Run 1, register map, names as in the netlist:
Bar = 20 um. Other cells in gray.
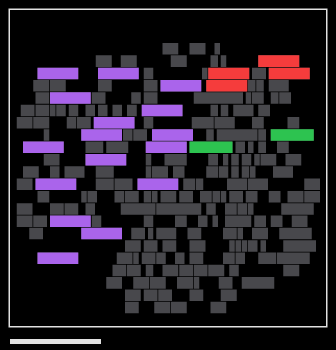
Run 1, pin placement:
Bar = 20 um. Pins as bars across the die edge, other pins in gray.
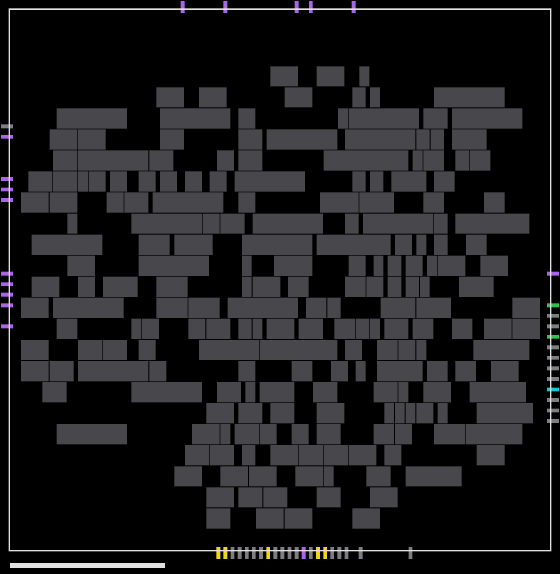
Run 1, clock nets:
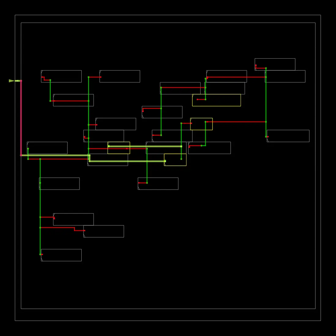
`config.mk`:
```
export PLATFORM = sky130hd
export DESIGN_NAME = pipe_hazard_ctrl_flat
export DESIGN_NICKNAME = d
export VERILOG_FILES = /design/src/rtl/pipe_hazard_ctrl_if.sv /design/src/rtl/pipe_hazard_ctrl.sv /design/src/flat_wrapper.sv
export SDC_FILE = /design/constraint.sdc
export NUM_CORES = 1
export LEC_CHECK = 0
export CAP_MARGIN = 15
export CORE_UTILIZATION = 30
export CTS_CLUSTER_DIAMETER = 80
export DETAILED_ROUTE_END_ITERATION = 10
export PLACE_DENSITY = 0.62
export SLEW_MARGIN = 10
export SYNTH_ARGS = -nofsm -noshare
export SYNTH_HDL_FRONTEND = slang
export SYNTH_SLANG_ARGS = --single-unit
```
`constraint.sdc`:
```
create_clock -name i_clk -period 2.1 [get_ports i_clk]
set_input_delay 0.21 -clock i_clk [delete_from_list [all_inputs] [get_ports i_clk]]
set_output_delay 0.21 -clock i_clk [all_outputs]
set_load 0.05 [all_outputs]
```
`src/rtl/pipe_hazard_ctrl_if.sv`:
```
// Decode-stage sequencing bus: hazard-relevant fields of the ID and EX
// instructions, plus the stall/flush/bubble/freeze controls returned to the pipe.
interface pipe_hazard_ctrl_if #(
  parameter int CNT_W = 16
);
  logic             i_id_valid;
  logic [4:0]       i_id_rs1;
  logic [4:0]       i_id_rs2;
  logic             i_id_uses_rs1;
  logic             i_id_uses_rs2;
  logic             i_id_halt;
  logic             i_ex_valid;
  logic [4:0]       i_ex_rd;
  logic             i_ex_dmem_rd_en;
  logic             i_ex_redirect;
  logic             i_dmem_wait;
  logic             o_if_stall;
  logic             o_id_stall;
  logic             o_if_flush;
  logic             o_ex_bubble;
  logic             o_pipe_freeze;
  logic             o_halt;
  logic [1:0]       o_state;
  logic [CNT_W-1:0] o_stall_cnt;

  // Pipeline side: presents instruction info, receives controls.
  modport master (
    output i_id_valid, i_id_rs1, i_id_rs2, i_id_uses_rs1, i_id_uses_rs2,
           i_id_halt, i_ex_valid, i_ex_rd, i_ex_dmem_rd_en, i_ex_redirect,
           i_dmem_wait,
    input  o_if_stall, o_id_stall, o_if_flush, o_ex_bubble, o_pipe_freeze,
           o_halt, o_state, o_stall_cnt
  );

  // Controller side.
  modport slave (
    input  i_id_valid, i_id_rs1, i_id_rs2, i_id_uses_rs1, i_id_uses_rs2,
           i_id_halt, i_ex_valid, i_ex_rd, i_ex_dmem_rd_en, i_ex_redirect,
           i_dmem_wait,
    output o_if_stall, o_id_stall, o_if_flush, o_ex_bubble, o_pipe_freeze,
           o_halt, o_state, o_stall_cnt
  );
endinterface

```
`src/rtl/pipe_hazard_ctrl.sv`:
```
// Decode-stage sequencing controller for the RV32I pipeline: load-use
// interlock, redirect flush, memory-wait freeze, halt drain and a saturating
// stall-cycle counter. Controls are Mealy on the registered state.
module pipe_hazard_ctrl #(
  parameter int DRAIN_CYCLES = 3,
  parameter int CNT_W        = 16
) (
  input  logic               i_clk,
  input  logic               i_rst,
  pipe_hazard_ctrl_if.slave  bus
);

  typedef enum logic [1:0] {
    RUN    = 2'd0,
    DRAIN  = 2'd1,
    HALTED = 2'd2
  } state_e;

  localparam logic [3:0] DRAIN_LOAD = 4'(DRAIN_CYCLES);

  state_e           state_q, state_d;
  logic [3:0]       drain_q, drain_d;
  logic [CNT_W-1:0] stall_cnt_q, stall_cnt_d;

  logic lu;
  logic rs1_hit, rs2_hit;
  logic if_stall, id_stall, if_flush, ex_bubble, freeze;

  // Counter never wraps: once all-ones it stays there.
  function automatic logic [CNT_W-1:0] sat_inc(input logic [CNT_W-1:0] v);
    return (&v) ? v : v + CNT_W'(1);
  endfunction

  // Load-use detection; x0 is never a real dependency.
  always_comb begin
    rs1_hit = bus.i_id_uses_rs1 && (bus.i_id_rs1 == bus.i_ex_rd);
    rs2_hit = bus.i_id_uses_rs2 && (bus.i_id_rs2 == bus.i_ex_rd);
    lu      = bus.i_id_valid && bus.i_ex_valid && bus.i_ex_dmem_rd_en &&
              (bus.i_ex_rd != 5'd0) && (rs1_hit || rs2_hit);
  end

  // Per-state control decode and next-state / counter computation.
  always_comb begin
    state_d     = state_q;
    drain_d     = drain_q;
    stall_cnt_d = stall_cnt_q;
    if_stall    = 1'b0;
    id_stall    = 1'b0;
    if_flush    = 1'b0;
    ex_bubble   = 1'b0;
    freeze      = 1'b0;

    unique case (state_q)
      RUN: begin
        if (bus.i_dmem_wait) begin
          // Whole pipe holds, so an EX redirect stays in EX for later.
          freeze = 1'b1;
        end else if (bus.i_ex_redirect) begin
          // Wrong-path ID instruction is dropped, including any halt or lu.
          if_flush  = 1'b1;
          ex_bubble = 1'b1;
        end else if (lu) begin
          // One bubble; afterwards the load value forwards from MEM.
          if_stall  = 1'b1;
          id_stall  = 1'b1;
          ex_bubble = 1'b1;
        end else if (bus.i_id_valid && bus.i_id_halt) begin
          // Halt moves into EX this cycle; stop fetching behind it.
          state_d = DRAIN;
          drain_d = DRAIN_LOAD;
        end
      end
      DRAIN: begin
        if_stall  = 1'b1;
        if_flush  = 1'b1;
        ex_bubble = 1'b1;
        if (bus.i_dmem_wait) begin
          freeze = 1'b1;
        end else if (bus.i_ex_redirect) begin
          // An older instruction redirected: the halt was speculative.
          state_d = RUN;
          drain_d = 4'd0;
        end else begin
          drain_d = drain_q - 4'd1;
          if (drain_q == 4'd1) begin
            state_d = HALTED;
          end
        end
      end
      HALTED: begin
        if_stall  = 1'b1;
        if_flush  = 1'b1;
        ex_bubble = 1'b1;
      end
      default: begin
        state_d = RUN;
        drain_d = 4'd0;
      end
    endcase

    if ((state_q != HALTED) && (if_stall || freeze)) begin
      stall_cnt_d = sat_inc(stall_cnt_q);
    end
  end

  // State, drain counter and performance counter registers.
  always_ff @(posedge i_clk or negedge i_rst) begin
    if (!i_rst) begin
      state_q     <= RUN;
      drain_q     <= 4'd0;
      stall_cnt_q <= '0;
    end else begin
      state_q     <= state_d;
      drain_q     <= drain_d;
      stall_cnt_q <= stall_cnt_d;
    end
  end

  assign bus.o_if_stall    = if_stall;
  assign bus.o_id_stall    = id_stall;
  assign bus.o_if_flush    = if_flush;
  assign bus.o_ex_bubble   = ex_bubble;
  assign bus.o_pipe_freeze = freeze;
  assign bus.o_halt        = (state_q == HALTED);
  assign bus.o_state       = state_q;
  assign bus.o_stall_cnt   = stall_cnt_q;

endmodule

```
`src/flat_wrapper.sv`:
```
// flat-port wrapper written by rule: the top's interface ports become plain ports
module pipe_hazard_ctrl_flat 
#(
  parameter int DRAIN_CYCLES = 3,
  parameter int CNT_W        = 16
)
  (i_clk, i_rst, bus_i_id_valid, bus_i_id_rs1, bus_i_id_rs2, bus_i_id_uses_rs1, bus_i_id_uses_rs2, bus_i_id_halt, bus_i_ex_valid, bus_i_ex_rd, bus_i_ex_dmem_rd_en, bus_i_ex_redirect, bus_i_dmem_wait, bus_o_if_stall, bus_o_id_stall, bus_o_if_flush, bus_o_ex_bubble, bus_o_pipe_freeze, bus_o_halt, bus_o_state, bus_o_stall_cnt);
  pipe_hazard_ctrl_if #(.CNT_W(CNT_W)) bus_i ();
  input  logic i_clk;
  input  logic i_rst;
  input wire logic [$bits(bus_i.i_id_valid)-1:0] bus_i_id_valid;
  input wire logic [$bits(bus_i.i_id_rs1)-1:0] bus_i_id_rs1;
  input wire logic [$bits(bus_i.i_id_rs2)-1:0] bus_i_id_rs2;
  input wire logic [$bits(bus_i.i_id_uses_rs1)-1:0] bus_i_id_uses_rs1;
  input wire logic [$bits(bus_i.i_id_uses_rs2)-1:0] bus_i_id_uses_rs2;
  input wire logic [$bits(bus_i.i_id_halt)-1:0] bus_i_id_halt;
  input wire logic [$bits(bus_i.i_ex_valid)-1:0] bus_i_ex_valid;
  input wire logic [$bits(bus_i.i_ex_rd)-1:0] bus_i_ex_rd;
  input wire logic [$bits(bus_i.i_ex_dmem_rd_en)-1:0] bus_i_ex_dmem_rd_en;
  input wire logic [$bits(bus_i.i_ex_redirect)-1:0] bus_i_ex_redirect;
  input wire logic [$bits(bus_i.i_dmem_wait)-1:0] bus_i_dmem_wait;
  output wire logic [$bits(bus_i.o_if_stall)-1:0] bus_o_if_stall;
  output wire logic [$bits(bus_i.o_id_stall)-1:0] bus_o_id_stall;
  output wire logic [$bits(bus_i.o_if_flush)-1:0] bus_o_if_flush;
  output wire logic [$bits(bus_i.o_ex_bubble)-1:0] bus_o_ex_bubble;
  output wire logic [$bits(bus_i.o_pipe_freeze)-1:0] bus_o_pipe_freeze;
  output wire logic [$bits(bus_i.o_halt)-1:0] bus_o_halt;
  output wire logic [$bits(bus_i.o_state)-1:0] bus_o_state;
  output wire logic [$bits(bus_i.o_stall_cnt)-1:0] bus_o_stall_cnt;
  assign bus_i.i_id_valid = bus_i_id_valid;
  assign bus_i.i_id_rs1 = bus_i_id_rs1;
  assign bus_i.i_id_rs2 = bus_i_id_rs2;
  assign bus_i.i_id_uses_rs1 = bus_i_id_uses_rs1;
  assign bus_i.i_id_uses_rs2 = bus_i_id_uses_rs2;
  assign bus_i.i_id_halt = bus_i_id_halt;
  assign bus_i.i_ex_valid = bus_i_ex_valid;
  assign bus_i.i_ex_rd = bus_i_ex_rd;
  assign bus_i.i_ex_dmem_rd_en = bus_i_ex_dmem_rd_en;
  assign bus_i.i_ex_redirect = bus_i_ex_redirect;
  assign bus_i.i_dmem_wait = bus_i_dmem_wait;
  assign bus_o_if_stall = bus_i.o_if_stall;
  assign bus_o_id_stall = bus_i.o_id_stall;
  assign bus_o_if_flush = bus_i.o_if_flush;
  assign bus_o_ex_bubble = bus_i.o_ex_bubble;
  assign bus_o_pipe_freeze = bus_i.o_pipe_freeze;
  assign bus_o_halt = bus_i.o_halt;
  assign bus_o_state = bus_i.o_state;
  assign bus_o_stall_cnt = bus_i.o_stall_cnt;
  pipe_hazard_ctrl #(.DRAIN_CYCLES(DRAIN_CYCLES), .CNT_W(CNT_W)) u_core (.i_clk(i_clk), .i_rst(i_rst), .bus(bus_i));
endmodule
```
==> impl_metrics.toml, run 1 <==
# implementation run metrics
[grt]
use_met3_pct = 3.20
grt_max_degree = 23

[layout]
fin_cells = 259
logic_area_um2 = 838
comb_share_pct = 38.2
area_growth_pct = 59.4

[routing]
wirelength_um = 3540
highest_layer = "met4"

[placement]
gp_congestion = 0.887

[cts]
clk_path_buf_depth = 2

[run]
warnings = 32

[worst_setup_path]
cp_top_family = "buffers and inverters"
slowest_delay_ns = 0.47

[logic_synthesis]
ys.flops = 22
syn_inst = 143
yosysTopAreaCell = "dfrtp_1"
ys_async_sr_fraction_pct = 100
ys_warn_count = 0

[pwr]
net-switching-power_mw = 1.30
share_seq_of_total_power_pct = 23.0
p_total_mw = 2.91

[outcome]
status = "completed"

[final_timing]
tightest_slew_ns = 0.522

[min_path]
hp-class = "input pin to asynchronous set/reset pin"

[floorplan]
taps = 52
Back to the opening pictures, 'register map, names as in the netlist':
color	netlist name	placed flops
red	u_core.drain_q	4
purple	u_core.bus.o_stall_cnt	16
green	u_core.bus.o_state	2
Seq/total area: 25.2%
sequential power: 668 uW
Util after Layout: 50.1%
Seq. cell area: 553 um2

Back to the opening pictures, 'pin placement':
color	port	pins	direction	edge
purple	bus_o_stall_cnt	16	output	9 west, 5 north, 1 south, 1 east
cyan	bus_i_dmem_wait	1	input	east
green	bus_o_state	2	output	east
yellow	bus_i_ex_rd	5	input	south
all pins by edge	21 south, 13 east, 10 west, 5 north
Die Span X: 69.8 um
I/O Buffers: 48
Die Span Y: 69.8 um

Back to the opening pictures, 'clock nets':
clock buffers: 3
registers: 22
clock buffer count from CTS: 3

run 1: cells in the mapped netlist, types with 2 or more instances:
library cell,count
nand2_1,9
nor2_1,14
a31oi_1,3
xnor2_1,23
and3_1,7
inv_1,7
nor3_1,3
dfrtp_1,22
nand4_1,13
nor3b_1,2
o21ai_0,7
a21oi_1,7
ha_1,7
run 1: cell usage in the layout, fill, tap and decap left out, drive strengths merged, types with 3 or more instances in the layout:
cell | Yosys | layout
clkdlybuf4s50 | 0 | 37
xnor2 | 23 | 23
dfrtp | 22 | 22
buf | 2 | 21
nor2 | 14 | 14
nand4 | 13 | 13
nand2 | 9 | 9
and3 | 8 | 8
a21oi | 8 | 8
o21ai | 7 | 7
ha | 7 | 7
inv | 7 | 7
dlygate4sd2 | 0 | 5
a31oi | 4 | 4
clkbuf | 1 | 3
nor3 | 3 | 3
run 1: logic make-up after synthesis:
family,after synthesis,share of synthesized area (%)
compound gates,24,12.4
flops,22,40.0
simple gates,54,21.1
xor+xnor,24,15.3
buf+inv,10,3.36
mux,2,1.54
fa+ha+maj,7,6.36
run 1: state kept, by name (all words and copies together), names as in the netlist:
name / flops
u_core.bus.o_stall_cnt: 16
u_core.bus.o_state: 2
u_core.drain_q: 4
run 1: worst paths after layout:
kind	start	endpoint	slack, ns	cells past startpoint
worst max-delay path	bus_i_id_rs2[2]	bus_o_if_stall	0.09	10
worst min-delay path	i_rst	u_core.bus.o_state[1]	0.30	2
worst max register to register	u_core.bus.o_state[0]	u_core.bus.o_stall_cnt[10]	0.12	8
worst min register to register	u_core.bus.o_stall_cnt[7]	u_core.bus.o_stall_cnt[7]	0.49	1
max in group asynchronous	i_rst	u_core.bus.o_state[0]	1.55	2
min in group i_clk	u_core.bus.o_stall_cnt[7]	u_core.bus.o_stall_cnt[7]	0.49	1
==> run 1 -> run 2 <==
--- a/config.mk
+++ b/config.mk
@@ -9,8 +9,8 @@
 export CORE_UTILIZATION = 30
 export CTS_CLUSTER_DIAMETER = 80
 export DETAILED_ROUTE_END_ITERATION = 10
+export GPL_ROUTABILITY_DRIVEN = 0
 export PLACE_DENSITY = 0.62
-export SLEW_MARGIN = 10
 export SYNTH_ARGS = -nofsm -noshare
 export SYNTH_HDL_FRONTEND = slang
 export SYNTH_SLANG_ARGS = --single-unit
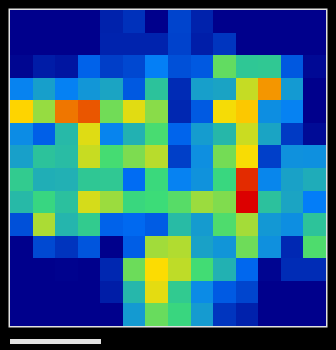
Run 2: wiring heat map
Bar = 20 um. 14 x 14 tiles, from dark blue (low) to red (high), scaled to the fullest tile. Values are wire area over tile area, all layers added.
fullest tile	0.39
nearly empty tiles	22%
densest ninth of the die	west
emptiest ninth of the die	south-west
tiles over half the peak	21%
WL/cell: 13.7 um
global router's overall resource usage: 15.4%
total wire length: 3540 um
total number of vias: 1262

==> run 2 against run 1 <==
Sequential share of layout area unchanged; clock power about the same; register-to-register slack about the same; final cell count unchanged; largest power group unchanged; clock-buffer cell count unchanged; sequential cell count unchanged; critical path depth unchanged; first-iteration DRC count unchanged; critical path type unchanged.
==> impl_metrics.toml, run 2 <==
# implementation run metrics
[logic_synthesis]
ys.flops = 22
topCellsByArea = "dfrtp_1, xnor2_1, ha_1"
synth_cell_types = 32
synth.top_cells.by_count = "xnor2_1, dfrtp_1, nor2_1"
top_cell_area_share_pct = 40.0
ys_warn_count = 0
yosysTopAreaCell = "dfrtp_1"
syn_inst = 143
ys_async_sr_fraction_pct = 100
avgSynthCellArea_um2 = 9.63

[grt]
grt_pass1_wl_um = 6160
grt_max_degree = 23

[routing]
drtIter0Drc = 60

[pwr]
share_seq_of_total_power_pct = 23.0
switching_share_pct = 44.8
p_leak_nw = 0.919
net-switching-power_mw = 1.30

[layout]
area_growth_pct = 59.4
mostFrequentLayoutCells = "clkdlybuf4s50_1, xnor2_1, dfrtp_1"
finalNetCount = 240
layout_top_cell = "clkdlybuf4s50_1"
layout-drive-gt1-share_pct = 21.3
largest_reg_flops = 16

[cts]
clk_path_buf_depth = 2
cts_buffers = 3
cts_max_level = 1

[worst_setup_path]
cp_top_family = "buffers and inverters"
reg2reg_from = "u_core.bus.o_state[0]"
reg2regPathDepth = 8
r2r_end = "u_core.bus.o_stall_cnt[10]"
slowest_delay_ns = 0.47
criticalPathCategory = "input pin to primary output"
rrSetupSlack_ns = 0.12
crit_start = "bus_i_id_rs2[2]"

[min_path]
hp-class = "input pin to asynchronous set/reset pin"

[placement]
port_buffers = 48

[floorplan]
die_x_um = 69.8
dieArea_um2 = 4870
die_h_um = 69.8

[final_timing]
tightest_slew_ns = 0.522
slew_headroom_pct = 65.1

[run]
warnings = 32

[outcome]
status = "completed"
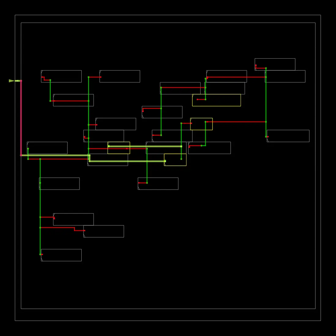
Run 2: clock nets
CTS sink cnt: 22
Clock Latency Late Sink: 0.26 ns

-- run 2: worst max path at each step --
stage | slack (ns) | depth (start not counted) | to
3_3_place_gp | -0.05 | 10 | bus_o_if_stall
6_report | 0.09 | 10 | bus_o_if_stall
3_5_place_dp | -0.09 | 9 | u_core.bus.o_stall_cnt[10]
4_1_cts | 0.01 | 10 | bus_o_if_stall
2_1_floorplan | -0.15 | 8 | bus_o_if_stall
5_1_grt | -0.008 | 10 | bus_o_if_stall
-- run 2: area by class of cell --
class | instances | area [um2]
Multi-Input combinational cell | 111 | 838
Clock buffer | 3 | 41.3
Sequential cell | 22 | 553
Fill cell | 408 | 2190
Timing Repair Buffer | 63 | 642
Tap cell | 52 | 65.1
Clock inverter | 1 | 30.0
Inverter | 7 | 26.3
-- run 2: what timing repair did --
| action | in CTS | in global routing |
|---|---|---|
| resized | 5 | 5 |
| pin swaps | 2 | 3 |
| endpoints found under the setup margin | 3 | 13 |
| setup buffers | 2 | 3 |
-- run 2: through the flow --
step	cells	power (mW)	utilization, %	setup WS (ns)	setup TNS, ns
detailed placement	250	2.44	47.2	-0.0853	-1.01
CTS	256	2.86	49.0	0.0150	0
global placement	250	2.41	47.2	-0.0485	-0.361
floorplan	143	1.78	-	-0.147	-0.681
finish	259	2.91	50.1	0.0878	0
global route	259	3.08	50.1	-0.00832	-0.00832
-- run 2: kinds of logic after synthesis --
group,count (synthesis),synth area share [%]
buf+inv,10,3.36
mux,2,1.54
compound gates,24,12.4
fa+ha+maj,7,6.36
simple gates,54,21.1
flops,22,40.0
xor+xnor,24,15.3
-- run 2: layer usage --
metal	vias up	global-route usage, %	part of all wire, %
li1	631	-	-
met1	596	19.9	45
met2	31	26.9	51
met3	4	3.20	4.0
met4	0	2.44	0.82
met5	-	0	0
Run 2, pin placement:
Bar = 20 um. Pins as bars across the die edge, other pins in gray.
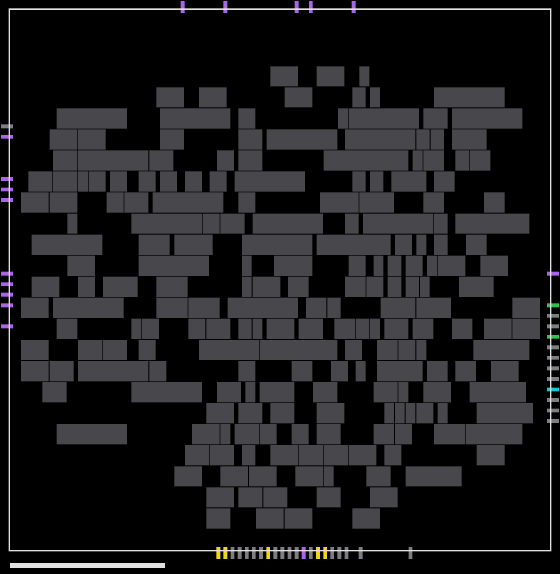

==> run 2 -> run 3 <==
--- a/config.mk
+++ b/config.mk
@@ -9,8 +9,9 @@
 export CORE_UTILIZATION = 30
 export CTS_CLUSTER_DIAMETER = 80
 export DETAILED_ROUTE_END_ITERATION = 10
+export DONT_BUFFER_PORTS = 1
 export GPL_ROUTABILITY_DRIVEN = 0
-export PLACE_DENSITY = 0.62
+export PLACE_DENSITY = 0.49
 export SYNTH_ARGS = -nofsm -noshare
 export SYNTH_HDL_FRONTEND = slang
 export SYNTH_SLANG_ARGS = --single-unit
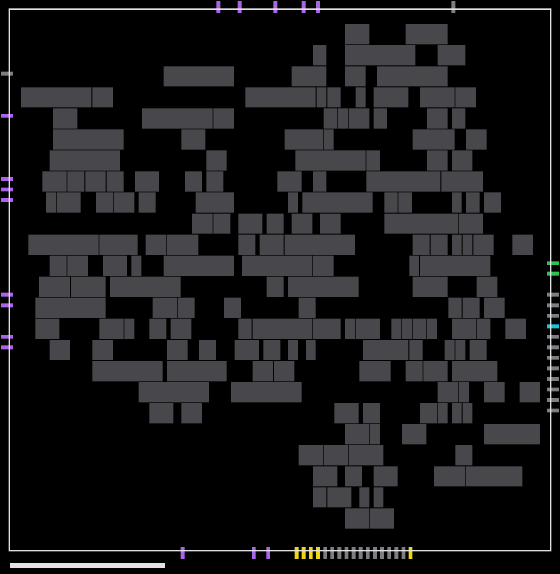
Run 3: pin placement
Bar = 20 um. Pins as bars across the die edge, other pins in gray.
color	port	pins	direction	edge
yellow	bus_i_ex_rd	5	input	south
green	bus_o_state	2	output	east
cyan	bus_i_dmem_wait	1	input	east
purple	bus_o_stall_cnt	16	output	8 west, 5 north, 3 south
all pins by edge	20 south, 14 east, 9 west, 6 north

==> run 3 against run 2 <==
Largest power group unchanged; clock skew rose by 0.00074 ns; via count fell by 4.1%; final area shrank 16%; first-iteration DRC count fell by 30%; sequential share of layout area grew 4.9 points; critical path depth shrank 1; synthesized cell count unchanged; non-clock buffer count down 29; register-to-register slack worse by 0.04 ns; sequential power down 9.0%; hold slack worse by 0.097 ns.
==> impl_metrics.toml, run 3 <==
# implementation run metrics
[worst_setup_path]
worst-path-stages = 9
reg2regPathDepth = 8
reg2reg_from = "u_core.bus.o_state[0]"

[min_path]
hp-class = "input pin to flip-flop"
worstHoldEndpoint = "u_core.bus.o_state[0]"
min_from = "bus_i_ex_redirect"

[pwr]
p_total_mw = 2.63
net-switching-power_mw = 1.27
seq-power_uw = 608

[run]
warnings = 32

[logic_synthesis]
topCellsByArea = "dfrtp_1, xnor2_1, ha_1"
ys_warn_count = 0
synth.top_cells.by_count = "xnor2_1, dfrtp_1, nor2_1"
synth.most_common_cell = "xnor2_1"
top_cell_area_share_pct = 40.0
yosysTopAreaCell = "dfrtp_1"

[final_timing]
slew_headroom_pct = 72.2
tightest_slew_ns = 0.416
setup_ws_ns = 0.0680

[routing]
drtIter0Drc = 42

[placement]
port_buffers = 0
preCtsSetupSlack_ns = 0.0139

[floorplan]
die_x_um = 69.8
die_h_um = 69.8

[cts]
clk_path_buf_depth = 2
cts_max_level = 1

[layout]
layout_top_cell = "buf_4"
largest_reg_flops = 16
layout-drive-gt1-share_pct = 32.4

[outcome]
status = "completed"
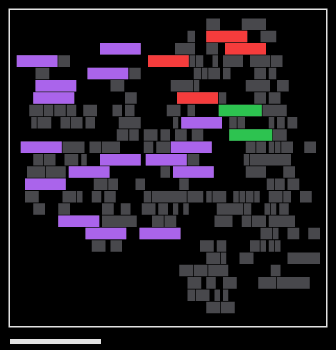
Run 3: register map, names as in the netlist
Bar = 20 um. Other cells in gray.
color	netlist name	placed flops
purple	u_core.bus.o_stall_cnt	16
green	u_core.bus.o_state	2
red	u_core.drain_q	4

## run 3: cell counts after synthesis
Identical to the previous run, type by type.
## run 3: metal layers
| layer | wire [um] | vias up | GRT usage (%) | part of all wire [%] |
|---|---|---|---|---|
| met5 | 0 | - | 0 | 0 |
| met4 | 72 | 0 | 4.89 | 2.1 |
| met3 | 212 | 8 | 4.65 | 6.3 |
| met2 | 1720 | 38 | 24.9 | 51 |
| met1 | 1380 | 582 | 16.5 | 41 |
| li1 | - | 582 | - | - |
## run 3: how the worst max path moves through the flow
stage                                     start                        end  slack [ns]
after floorplan           u_core.bus.o_state[0]             bus_o_if_stall       -0.15
after global placement    u_core.bus.o_state[0]  u_core.bus.o_stall_cnt[1]        0.09
after detailed placement  u_core.bus.o_state[0]          u_core.drain_q[2]        0.01
after CTS                 u_core.bus.o_state[0]             bus_o_if_stall        0.02
after global routing      u_core.bus.o_state[0]             bus_o_if_stall       -0.08
final                     u_core.bus.o_state[0]             bus_o_if_stall        0.07
## run 3: final cells by class
| class | count | area, um2 |
|---|---|---|
| Clock buffer | 4 | 45.0 |
| Fill cell | 429 | 2550 |
| Inverter | 7 | 26.3 |
| Multi-Input combinational cell | 112 | 853 |
| Sequential cell | 22 | 553 |
| Tap cell | 52 | 65.1 |
| Timing Repair Buffer | 34 | 294 |
## run 3: cell families after synthesis
family	Yosys count	share of synthesized area, %
multiplexers	2	1.54
buffers and inverters	10	3.36
XOR/XNOR	24	15.3
AND/OR/NAND/NOR	54	21.1
flip-flops	22	40.0
AND-OR/OR-AND	24	12.4
adder cells (fa/ha/maj)	7	6.36
## run 3: repair_timing
item / in CTS / in global routing
hold endpoints to repair: 22 / 0
pin swaps: 0 / 3
gates cloned: 0 / 1
setup endpoints to repair: 1 / 19
gates resized: 0 / 6
hold buffers: 1 / 0
buffers inserted: 2 / 3
No activity file was given, so power comes from the tool's default toggle rates.
